$ cat config.mk
export PLATFORM = sky130hd
export DESIGN_NAME = idma_desc64_prefetch_ctrl_flat
export DESIGN_NICKNAME = d
export VERILOG_FILES = /design/src/rtl/idma_desc64_prefetch_ctrl_if.sv /design/src/rtl/idma_desc64_prefetch_ctrl.sv /design/src/flat_wrapper.sv
export SDC_FILE = /design/constraint.sdc
export NUM_CORES = 1
export LEC_CHECK = 0
export CAP_MARGIN = 30
export CORE_UTILIZATION = 30
export DETAILED_ROUTE_END_ITERATION = 16
export SKIP_CTS_REPAIR_TIMING = 1
export SYNTH_ARGS = -nofsm -noshare
export SYNTH_HDL_FRONTEND = slang
export SYNTH_SLANG_ARGS = --single-unit
$ cat constraint.sdc
create_clock -name clk_i -period 5.25 [get_ports clk_i]
set_input_delay 1.05 -clock clk_i [delete_from_list [all_inputs] [get_ports clk_i]]
set_output_delay 1.05 -clock clk_i [all_outputs]
set_load 0.01 [all_outputs]
$ cat src/rtl/idma_desc64_prefetch_ctrl_if.sv
// Handshake bundle between the desc64 prefetch controller and its environment
// (head queue, AR channel, descriptor reader and R-burst gater).
interface idma_desc64_prefetch_ctrl_if #(
    parameter int unsigned AddrWidth    = 64,
    parameter int unsigned NSpeculation = 4
);
    localparam int unsigned FlushWidth = $clog2(NSpeculation + 1);

    logic [AddrWidth-1:0]  head_addr_i;
    logic                  head_valid_i;
    logic                  head_ready_o;
    logic [AddrWidth-1:0]  ar_addr_o;
    logic                  ar_valid_o;
    logic                  ar_ready_i;
    logic [AddrWidth-1:0]  desc_next_i;
    logic                  desc_valid_i;
    logic [FlushWidth-1:0] n_to_flush_o;
    logic                  n_to_flush_valid_o;
    logic                  busy_o;

    // Controller side.
    modport slave (
        input  head_addr_i, head_valid_i, ar_ready_i, desc_next_i, desc_valid_i,
        output head_ready_o, ar_addr_o, ar_valid_o, n_to_flush_o, n_to_flush_valid_o, busy_o
    );

    // Environment side.
    modport master (
        output head_addr_i, head_valid_i, ar_ready_i, desc_next_i, desc_valid_i,
        input  head_ready_o, ar_addr_o, ar_valid_o, n_to_flush_o, n_to_flush_valid_o, busy_o
    );
endinterface

$ cat src/rtl/idma_desc64_prefetch_ctrl.sv
// Speculative descriptor-fetch scheduler: runs up to NSpeculation fetches ahead and flushes
// stale bursts on mispredict/end of chain. Define IDMA_DESC64_PREFETCH_STATS_EN for hit/miss counters.
module idma_desc64_prefetch_ctrl #(
    parameter int unsigned AddrWidth    = 64,
    parameter int unsigned NSpeculation = 4,
    parameter int unsigned DescBytes    = 32
) (
    input logic clk_i,
    input logic rst_ni,
    idma_desc64_prefetch_ctrl_if.slave bus
`ifdef IDMA_DESC64_PREFETCH_STATS_EN
    ,
    output logic [31:0] hit_cnt_o,
    output logic [31:0] miss_cnt_o
`endif
);
    localparam int unsigned CntWidth = $clog2(NSpeculation + 1);

    typedef logic [CntWidth-1:0]  flush_t;
    typedef logic [AddrWidth-1:0] addr_t;

    localparam addr_t  Stride      = addr_t'(DescBytes);
    localparam addr_t  EndMarker   = '1;
    localparam flush_t MaxInflight = flush_t'(NSpeculation);

    typedef enum logic [1:0] {StIdle, StFetch, StHold} state_e;

    state_e state_q, state_d;
    addr_t  fetch_addr_q, fetch_addr_d;
    addr_t  expect_addr_q, expect_addr_d;
    flush_t inflight_q, inflight_d;
    logic   end_q, end_d;

    logic   ar_valid, ar_acc, ar_pend;
    logic   desc_fetch, desc_hit, desc_end, flush_valid;
    flush_t n_flush;

    always_comb begin
        // In FETCH a pending AR can only coexist with inflight < NSpeculation, so the
        // occupancy term alone keeps ar_valid stable until the handshake.
        ar_valid    = (state_q == StHold) || ((state_q == StFetch) && (inflight_q < MaxInflight));
        ar_acc      = ar_valid && bus.ar_ready_i;
        ar_pend     = ar_valid && !bus.ar_ready_i;
        desc_fetch  = (state_q == StFetch) && bus.desc_valid_i;
        desc_hit    = (bus.desc_next_i == expect_addr_q + Stride);
        desc_end    = (bus.desc_next_i == EndMarker);
        flush_valid = desc_fetch && !desc_hit;
        n_flush     = inflight_q - flush_t'(1) + flush_t'(ar_acc) + flush_t'(ar_pend);
    end

    always_comb begin
        state_d       = state_q;
        fetch_addr_d  = fetch_addr_q;
        expect_addr_d = expect_addr_q;
        inflight_d    = inflight_q;
        end_d         = end_q;

        unique case (state_q)
            StIdle: begin
                if (bus.head_valid_i) begin
                    fetch_addr_d  = bus.head_addr_i;
                    expect_addr_d = bus.head_addr_i;
                    inflight_d    = '0;
                    state_d       = StFetch;
                end
            end
            StFetch: begin
                if (ar_acc) begin
                    fetch_addr_d = fetch_addr_q + Stride;
                    inflight_d   = inflight_q + flush_t'(1);
                end
                if (bus.desc_valid_i) begin
                    if (desc_hit) begin
                        expect_addr_d = expect_addr_q + Stride;
                        inflight_d    = inflight_q + flush_t'(ar_acc) - flush_t'(1);
                    end else begin
                        inflight_d = '0;
                        if (!desc_end) begin
                            expect_addr_d = bus.desc_next_i;
                        end
                        if (ar_pend) begin
                            // fetch_addr_q keeps driving the stale AR; the redirect target
                            // waits in expect_addr_q until HOLD drains.
                            end_d   = desc_end;
                            state_d = StHold;
                        end else if (desc_end) begin
                            state_d = StIdle;
                        end else begin
                            fetch_addr_d = bus.desc_next_i;
                        end
                    end
                end
            end
            StHold: begin
                if (bus.ar_ready_i) begin
                    if (end_q) begin
                        state_d = StIdle;
                    end else begin
                        fetch_addr_d = expect_addr_q;
                        state_d      = StFetch;
                    end
                end
            end
            default: state_d = StIdle;
        endcase
    end

    always_ff @(posedge clk_i or negedge rst_ni) begin
        if (!rst_ni) begin
            state_q       <= StIdle;
            fetch_addr_q  <= '0;
            expect_addr_q <= '0;
            inflight_q    <= '0;
            end_q         <= 1'b0;
        end else begin
            state_q       <= state_d;
            fetch_addr_q  <= fetch_addr_d;
            expect_addr_q <= expect_addr_d;
            inflight_q    <= inflight_d;
            end_q         <= end_d;
        end
    end

    assign bus.head_ready_o       = (state_q == StIdle);
    assign bus.ar_valid_o         = ar_valid;
    assign bus.ar_addr_o          = fetch_addr_q;
    assign bus.n_to_flush_valid_o = flush_valid;
    assign bus.n_to_flush_o       = flush_valid ? n_flush : '0;
    assign bus.busy_o             = (state_q != StIdle) || (inflight_q != '0);

`ifdef IDMA_DESC64_PREFETCH_STATS_EN
    logic [31:0] hit_cnt_q, miss_cnt_q;

    always_ff @(posedge clk_i or negedge rst_ni) begin
        if (!rst_ni) begin
            hit_cnt_q  <= '0;
            miss_cnt_q <= '0;
        end else begin
            if (desc_fetch && desc_hit && (hit_cnt_q != '1)) begin
                hit_cnt_q <= hit_cnt_q + 32'd1;
            end
            if (flush_valid && !desc_end && (miss_cnt_q != '1)) begin
                miss_cnt_q <= miss_cnt_q + 32'd1;
            end
        end
    end

    assign hit_cnt_o  = hit_cnt_q;
    assign miss_cnt_o = miss_cnt_q;
`endif

`ifndef SYNTHESIS
    desc_legal_a: assert property (@(posedge clk_i) disable iff (!rst_ni)
        bus.desc_valid_i |-> ((state_q == StFetch) && (inflight_q != '0)));
    flush_bound_a: assert property (@(posedge clk_i) disable iff (!rst_ni)
        flush_valid |-> (n_flush <= MaxInflight));
`endif
endmodule

$ cat src/flat_wrapper.sv
// flat-port wrapper written by rule: the top's interface ports become plain ports
module idma_desc64_prefetch_ctrl_flat 
#(
    parameter int unsigned AddrWidth    = 64,
    parameter int unsigned NSpeculation = 4,
    parameter int unsigned DescBytes    = 32
)
  (clk_i, rst_ni, bus_head_addr_i, bus_head_valid_i, bus_ar_ready_i, bus_desc_next_i, bus_desc_valid_i, bus_head_ready_o, bus_ar_addr_o, bus_ar_valid_o, bus_n_to_flush_o, bus_n_to_flush_valid_o, bus_busy_o);
  idma_desc64_prefetch_ctrl_if #(.AddrWidth(AddrWidth), .NSpeculation(NSpeculation)) bus_i ();
  input logic clk_i;
  input logic rst_ni;
  input wire logic [$bits(bus_i.head_addr_i)-1:0] bus_head_addr_i;
  input wire logic [$bits(bus_i.head_valid_i)-1:0] bus_head_valid_i;
  input wire logic [$bits(bus_i.ar_ready_i)-1:0] bus_ar_ready_i;
  input wire logic [$bits(bus_i.desc_next_i)-1:0] bus_desc_next_i;
  input wire logic [$bits(bus_i.desc_valid_i)-1:0] bus_desc_valid_i;
  output wire logic [$bits(bus_i.head_ready_o)-1:0] bus_head_ready_o;
  output wire logic [$bits(bus_i.ar_addr_o)-1:0] bus_ar_addr_o;
  output wire logic [$bits(bus_i.ar_valid_o)-1:0] bus_ar_valid_o;
  output wire logic [$bits(bus_i.n_to_flush_o)-1:0] bus_n_to_flush_o;
  output wire logic [$bits(bus_i.n_to_flush_valid_o)-1:0] bus_n_to_flush_valid_o;
  output wire logic [$bits(bus_i.busy_o)-1:0] bus_busy_o;
  assign bus_i.head_addr_i = bus_head_addr_i;
  assign bus_i.head_valid_i = bus_head_valid_i;
  assign bus_i.ar_ready_i = bus_ar_ready_i;
  assign bus_i.desc_next_i = bus_desc_next_i;
  assign bus_i.desc_valid_i = bus_desc_valid_i;
  assign bus_head_ready_o = bus_i.head_ready_o;
  assign bus_ar_addr_o = bus_i.ar_addr_o;
  assign bus_ar_valid_o = bus_i.ar_valid_o;
  assign bus_n_to_flush_o = bus_i.n_to_flush_o;
  assign bus_n_to_flush_valid_o = bus_i.n_to_flush_valid_o;
  assign bus_busy_o = bus_i.busy_o;
  idma_desc64_prefetch_ctrl #(.AddrWidth(AddrWidth), .NSpeculation(NSpeculation), .DescBytes(DescBytes)) u_core (.clk_i(clk_i), .rst_ni(rst_ni), .bus(bus_i));
endmodule
**Met1 routing**

The bar under the picture is 50 µm long.
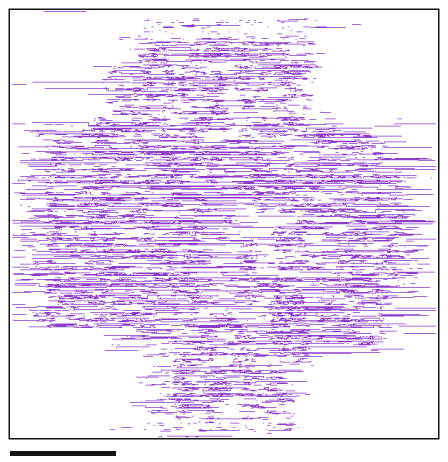
main direction: horizontal
longest straight run: 124 µm
wire length on this layer: 22.4 mm
share of all routed wire: 45%

**The metal 2 layer**

The bar under the picture is 50 µm long. Cells faint in the background.
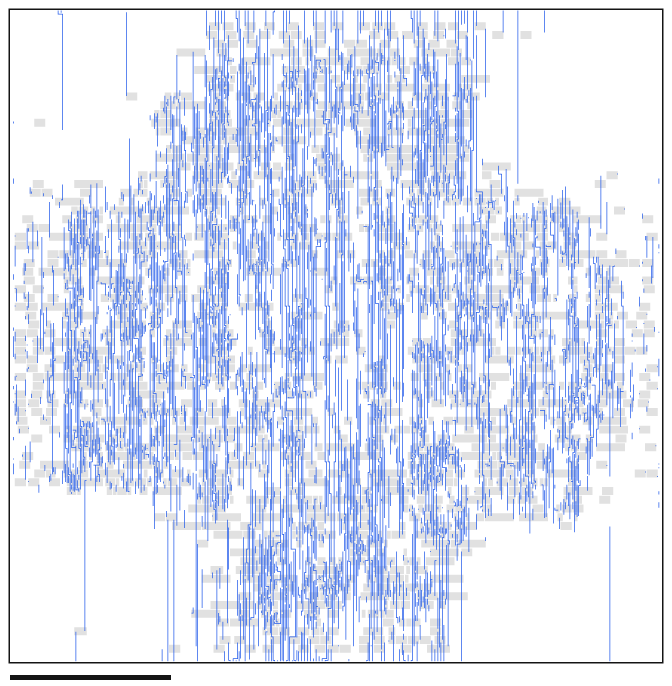
longest straight run: 63.9 µm
main direction: vertical
share of all routed wire: 46%

**Metal 3**

The bar under the picture is 50 µm long. Cells faint in the background.
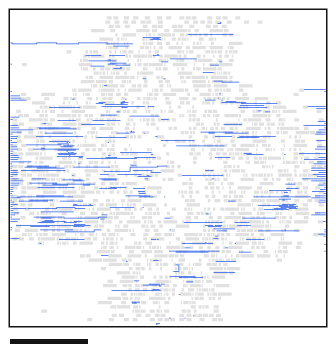
wire length on this layer: 2950 µm
nets with wire on the layer: 259
longest straight run: 47.4 µm
share of all routed wire: 6.0%
main direction: horizontal
met3 global-route usage: 3.05%
drt total wl: 49400 µm
Via Count: 12.8k

**Signal wires on met4**

The bar under the picture is 50 µm long.
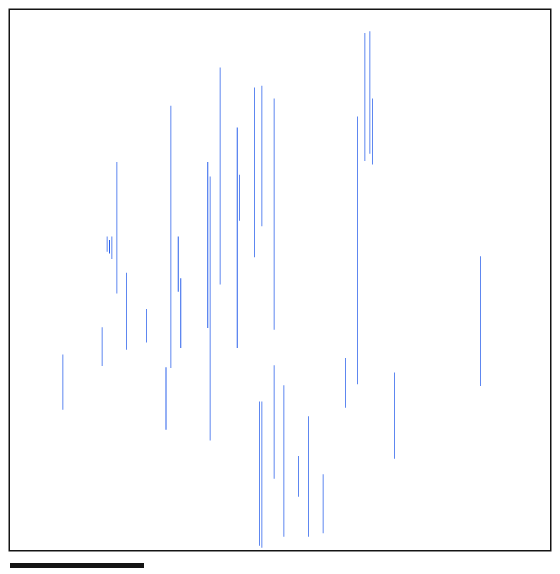
nets with wire on the layer: 31
longest straight run: 100 µm
wire length on this layer: 1460 µm

==> impl_metrics.toml <==
# yosys + openroad results
[run_status]
status = "complete, no violations"

[clocking]
cts_buffers = 17
clk_pin_slew_ns = 0.06
numClockSinks = 134
cts_root_buffer = "clkbuf_16"

[synth]
postSynthSeqShare_pct = 27.9
yosys_warnings = 0
netlist_logic_family_top = "simple AND/OR/NAND/NOR gates"
simple_gate_share_pct = 24.6
yosysChipArea_um2 = 12000
synthCells = 1503
ys_ff = 134
synth-edff-count = 0
synth.largest_area_cell = "dfrtp_1"
fa_ha_area_share_pct = 1.41
yosysCellCount = 1503
async_reset_ff_share_pct = 100
synth.distinct_cells = 75
top_cell_area_share_pct = 27.9
syn_area_um2 = 12000

[timing]
finalHoldViolCount = 0
fin_crit_sh_pct = 97.0
fin_skew_ns = 0.0122

[global_routing]
grt_max_degree = 93
grt_pass1_vias = 12400
antenna_found_initial = 2
grt_overflow = 0

[floorplanning]
die_h_um = 202
chipArea_um2 = 40900
core_um2 = 39100
io_pins = 204

[setup_path]
critPathMaxFanout = 14
r2r-end = "u_core.bus.ar_addr_o[31]"

[power]
p_per_area_nw_per_um2 = 683

[min_path]
hp-start = "u_core.bus.ar_addr_o[3]"
min_to = "u_core.bus.ar_addr_o[3]"

[detailed_routing]
vias_per_cell = 5.74

[run]
drv_cap = 0
warnings = 30

[place]
dpl.hpwl_um = 36200
gp_congestion = 0.948

[final_layout]
drive_gt1_share_pct = 10.1
ff_latch_area_um2 = 3360
-- worst max path at each step --
stage | startpoint | slack (ns) | end | depth (start not counted)
after global routing | u_core.expect_addr_q[20] | -0.02 | bus_n_to_flush_o[0] | 11
after detailed placement | bus_desc_next_i[50] | -0.03 | bus_n_to_flush_o[1] | 11
after CTS | u_core.expect_addr_q[14] | -0.20 | bus_n_to_flush_o[1] | 10
after global placement | bus_desc_next_i[50] | -0.06 | bus_n_to_flush_o[1] | 11
after floorplan | u_core.expect_addr_q[6] | 0.97 | bus_n_to_flush_o[0] | 14
final | u_core.expect_addr_q[5] | 0.16 | bus_n_to_flush_o[1] | 12
-- Yosys cell counts, types with 30 or more instances --
library cell	n
a21oi_1	92
mux2i_1	113
nand2_1	99
o21ai_0	80
nand4_1	61
xnor2_1	90
nand3_1	53
nor2b_1	50
a311oi_1	43
dfrtp_1	134
nor4_1	30
nor2_1	147
o22ai_1	42
xor2_1	49
clkbuf_1	83
-- placed cells by master, fill, tap and decap left out, types with 49 or more instances in the layout --
cell,Yosys,layout
nand3_1,53,53
buf_4,6,90
nor2b_1,50,50
nand4_1,61,61
a21oi_1,92,92
o21ai_0,80,79
xor2_1,49,49
xnor2_1,90,89
mux2i_1,113,113
dfrtp_1,134,127
nand2_1,99,99
nor2_1,147,146
clkdlybuf4s50_1,0,201
-- cell type report --
class | count | area share [%]
sequential | 134 | 21.4
clock inverter | 11 | 0.790
multi-input combinational | 1218 | 52.2
timing repair buffer | 297 | 17.7
inverter | 29 | 0.694
antenna | 1 | 0.0160
clock buffer | 21 | 3.00
tap | 518 | 4.13
-- power by group --
group          total (mW)  switching (mW)  internal (mW)  leakage [nW]
combinational        6.97            3.98           2.99          4.16
clock                1.26           0.522          0.737         0.285
sequential           2.48           0.858           1.62          1.55
-- critical path, stage by stage (launching register included) --
cell	delay (ns)
dfrtp_1	0.38
buf_4	0.18
ha_1	0.18
nand3_1	0.14
nor4_2	0.31
buf_6	0.21
nand2_1	0.11
or4_1	0.59
a2111oi_4	0.39
and4b_2	0.36
nor3_1	0.09
and2_1	0.17
clkdlybuf4s50_1	0.47
-- through the flow --
stage               setup WS, ns  power (mW)  instances  utilization, %  instance area, µm²
floorplan                  0.968        6.79       1503               -               12000
global placement         -0.0563        9.19       2191            38.3               15000
detailed placement       -0.0327        9.31       2191            38.3               15000
CTS                       -0.203        10.6       2223            39.8               15500
global route             -0.0158        11.5       2229            40.1               15700
finish                     0.157        10.7       2229            40.1               15700
-- flip-flops by register name, indices dropped and copies added (netlist names) --
register              cells
u_core.bus.ar_addr_o     64
u_core.end_q              1
u_core.expect_addr_q     64
u_core.inflight_q         3
u_core.state_q            2
-- cell families after synthesis --
kind of cell | after synthesis
buffers and inverters | 151
multiplexers | 119
adder cells (fa/ha/maj) | 13
AND-OR/OR-AND | 378
flip-flops | 134
XOR/XNOR | 139
AND/OR/NAND/NOR | 569
-- layer usage --
layer,vias to the layer above,wire length [µm],global-route usage [%]
met4,0,1460,9.29
li1,5931,-,-
met2,545,22600,37.5
met5,-,0,0
met3,76,2950,3.05
met1,6250,22400,33.1
Power figures rest on the tool's default switching activity, not on a simulated workload.
